--- src/rtl/mem_stage_wb.sv ---
// Memory stage of the pipelined MIPS core: handles the data-memory request/ready
// handshake, stalls upstream while memory is busy, and registers results into MEM/WB.
module mem_stage_wb #(
    parameter int MAX_WAIT = 16
) (
    input  logic        clk,
    input  logic        rst,
    input  logic        RegWriteM,
    input  logic        MemtoRegM,
    input  logic        MemWriteM,
    input  logic [31:0] ALUOutM,
    input  logic [31:0] WriteDataM,
    input  logic [4:0]  WriteRegM,
    output logic        mem_req,
    output logic        mem_we,
    output logic [31:0] mem_addr,
    output logic [31:0] mem_wdata,
    input  logic        mem_ready,
    input  logic [31:0] mem_rdata,
    output logic        StallM,
    output logic        RegWriteW,
    output logic        MemtoRegW,
    output logic [31:0] ALUOutW,
    output logic [31:0] ReadDataW,
    output logic [31:0] ResultW,
    output logic [4:0]  WriteRegW,
    output logic        mem_timeout,
    output logic        mem_misalign
);

    localparam int CW = $clog2(MAX_WAIT + 1);
    localparam logic [CW-1:0] LAST_CNT = CW'(MAX_WAIT - 1);
    localparam bit CAN_WAIT = (MAX_WAIT > 1);

    typedef enum logic {IDLE, WAIT} state_t;

    state_t state, state_next;
    logic [CW-1:0] cnt, cnt_next;

    logic access, is_load, misalign, aligned_access;
    logic stall, w_load, timeout_set;

    // Store wins when both load and store are flagged.
    assign access         = MemtoRegM | MemWriteM;
    assign is_load        = MemtoRegM & ~MemWriteM;
    assign misalign       = access & (ALUOutM[1:0] != 2'b00);
    assign aligned_access = access & ~misalign;

    assign mem_req   = aligned_access & ~rst;
    assign mem_we    = mem_req & MemWriteM;
    assign mem_addr  = ALUOutM;
    assign mem_wdata = WriteDataM;
    assign StallM    = stall & ~rst;

    // NOTE: every output of this block gets a default first so no latch is inferred.
    always_comb begin
        state_next  = state;
        cnt_next    = cnt;
        stall       = 1'b0;
        w_load      = 1'b0;
        timeout_set = 1'b0;
        case (state)
            IDLE: begin
                if (!access || (aligned_access && mem_ready)) begin
                    w_load = 1'b1;
                end else if (aligned_access) begin
                    if (CAN_WAIT) begin
                        stall      = 1'b1;
                        state_next = WAIT;
                        cnt_next   = CW'(1);
                    end else begin
                        timeout_set = 1'b1;
                    end
                end
            end
            WAIT: begin
                state_next = IDLE;
                cnt_next   = '0;
                if (aligned_access && mem_ready) begin
                    w_load = 1'b1;
                end else if (aligned_access && cnt < LAST_CNT) begin
                    stall      = 1'b1;
                    state_next = WAIT;
                    cnt_next   = cnt + CW'(1);
                end else if (aligned_access) begin
                    timeout_set = 1'b1;
                end
            end
            default: begin
                state_next = IDLE;
                cnt_next   = '0;
            end
        endcase
    end

    // NOTE: sequential state uses non-blocking assignments only, so all registers
    // sample the same pre-edge values.
    always_ff @(posedge clk) begin
        if (rst) begin
            state        <= IDLE;
            cnt          <= '0;
            RegWriteW    <= 1'b0;
            MemtoRegW    <= 1'b0;
            ALUOutW      <= '0;
            ReadDataW    <= '0;
            ResultW      <= '0;
            WriteRegW    <= '0;
            mem_timeout  <= 1'b0;
            mem_misalign <= 1'b0;
        end else begin
            state <= state_next;
            cnt   <= cnt_next;
            if (w_load) begin
                RegWriteW <= RegWriteM;
                MemtoRegW <= is_load;
                ALUOutW   <= ALUOutM;
                WriteRegW <= WriteRegM;
                ResultW   <= is_load ? mem_rdata : ALUOutM;
                if (is_load) ReadDataW <= mem_rdata;
            end else begin
                // Bubble: no register-file write, data fields hold.
                RegWriteW <= 1'b0;
                MemtoRegW <= 1'b0;
                ResultW   <= ALUOutW;
            end
            if (timeout_set) mem_timeout  <= 1'b1;
            if (misalign)    mem_misalign <= 1'b1;
        end
    end

endmodule

--- config.mk ---
export PLATFORM = sky130hd
export DESIGN_NAME = mem_stage_wb
export DESIGN_NICKNAME = d
export VERILOG_FILES = /design/src/rtl/mem_stage_wb.sv
export SDC_FILE = /design/constraint.sdc
export NUM_CORES = 1
export LEC_CHECK = 0
export ABC_AREA = 1
export ABC_CLOCK_PERIOD_IN_PS = 1300
export CAP_MARGIN = 10
export CORE_MARGIN = 2
export CORE_UTILIZATION = 30
export CTS_CLUSTER_DIAMETER = 150
export DETAILED_ROUTE_END_ITERATION = 10
export GPL_TIMING_DRIVEN = 0
export PLACE_DENSITY = 0.66
export SLEW_MARGIN = 20
export SYNTH_ARGS = -nofsm -noshare
export SYNTH_HDL_FRONTEND = slang
export SYNTH_SLANG_ARGS = --single-unit
--- constraint.sdc ---
create_clock -name clk -period 1.3 [get_ports clk]
set_input_delay 0.13 -clock clk [delete_from_list [all_inputs] [get_ports clk]]
set_output_delay 0.13 -clock clk [all_outputs]
set_load 0.02 [all_outputs]
### Power grid

Pins as bars on the die edge. Tap cells in gray.
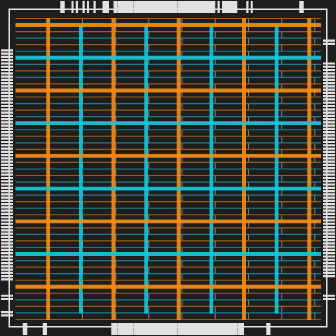
[cyan] VDD
[orange] VSS
tap cells: 216
met5 straps: 9
met4 straps: 9
signal pins: 279
met1 rails: 47

==> run summary <==
run results: WL met3 1.38 mm, die span in x 131 um, failing checks setup timing, Sequential Power 3.60 mW, Netlist Area Pre-Place 4870 sq um, Initial DRC Count 157, Clk. pwr 3.20 mW, xor+xnor area frac 0%, Comb area share 24.3%, CP top delay family buffers and inverters, final hold violation count 0, critical path class in -> out, mux frac, synth 0%, Slew HR 46.9%, critical path endpoint StallM, Largest regs ALUOutW: 32 flops, ReadDataW: 32 flops, ResultW: 32 flops, M2 GR Usage 33.3%, CTS root buffer clkbuf_16, Top Layer Used met4, Power Total 8.60 mW, largest cell class by area buffers, Reg2Reg Launch Point state$_SDFF_PP0_, core area 15900 sq um, # fillers 1661, ant diodes 0, most numerous logic cells after layout nand2_1, dlygate4sd2_1, dfxtp_1, clkdlybuf4s50_1, buf_4, Top-area cell share 45.7%, Comb gate area 1930 sq um, final worst slack -0.0574 ns, RSZ-0062 raised after global routing true, Num CTS Buffers 9, CLK BUF 13, crit path DAT 1.23 ns, Residual DRC 0, vias per inst 4.47, IO buf count 245, deepest clock path buffer count 2, Core Rows 46, met3 Resource Use GR 7.60%, final setup fails 1, synthesized area per cell 7.66 sq um, Mapped Cells 635, Sw Ratio 26.7%, Well Taps 216, cts hold-fix bufs 0, Final Skew 0.00354 ns, Clk pin slew, worst setup/hold paths 0.07 ns, Max-cap violations 0, crit-path max FO 4, CTS tree built, Non-clk bufs 354, initial antenna violation count 0, number of logic gates 409, status finished, violations left, power density over cell area 1090 nW/um^2, clock sink count 111, insertion delay at the late pin of the worst-skew pair 0.36 ns, Inverters, non-clock 13, syn nets 743, IO Count 279, DR vias 4998, pre-CTS setup slack -0.669 ns, FP Util 30.6%, hpwl dp 12.8 mm, Top Consumer sequential cells, most common library cells after synthesis nand2_1, dfxtp_1, buf_4, fin crit share 104%, first-pass GRT wire length 26.5 mm, DP Cell Count 1096, Synth Register Bits 111, Yosys cell types 26, routing usage on met1 23.2%, cell internal pwr 6.31 mW, Startpoint Class primary input, and+or+nand+nor area frac 26.6%, met2 WL 8.08 mm, biggest area cells dfxtp_1, nand2_1, buf_4, a21oi_1, nand3_1, router iterations before antenna repair 4, Total GRT Usage 19.6%, most common cell in the netlist nand2_1, Worst Hold End ALUOutW[0]$_SDFFE_PP0P_
### Placed cells, one color a class

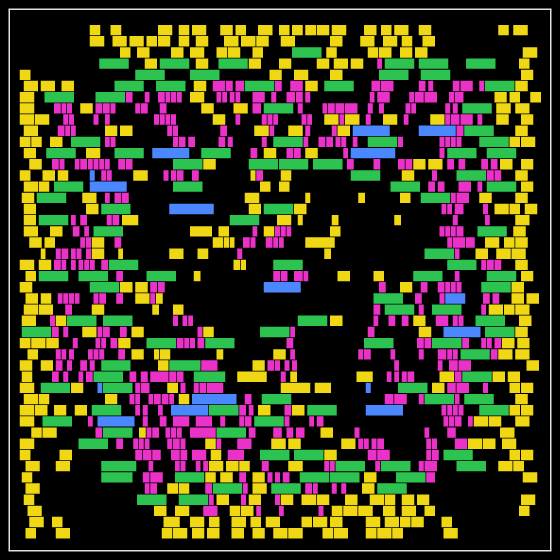
[magenta] all other logic | cells: 422 | share of their area: 26%
[blue] clock drivers and dummy loads | cells: 16 | share of their area: 4.5%
[green] flip-flops | cells: 111 | share of their area: 29%
[yellow] other buffers and delay cells | cells: 354 | share of their area: 40%

No activity file was given, so power comes from the tool's default toggle rates.
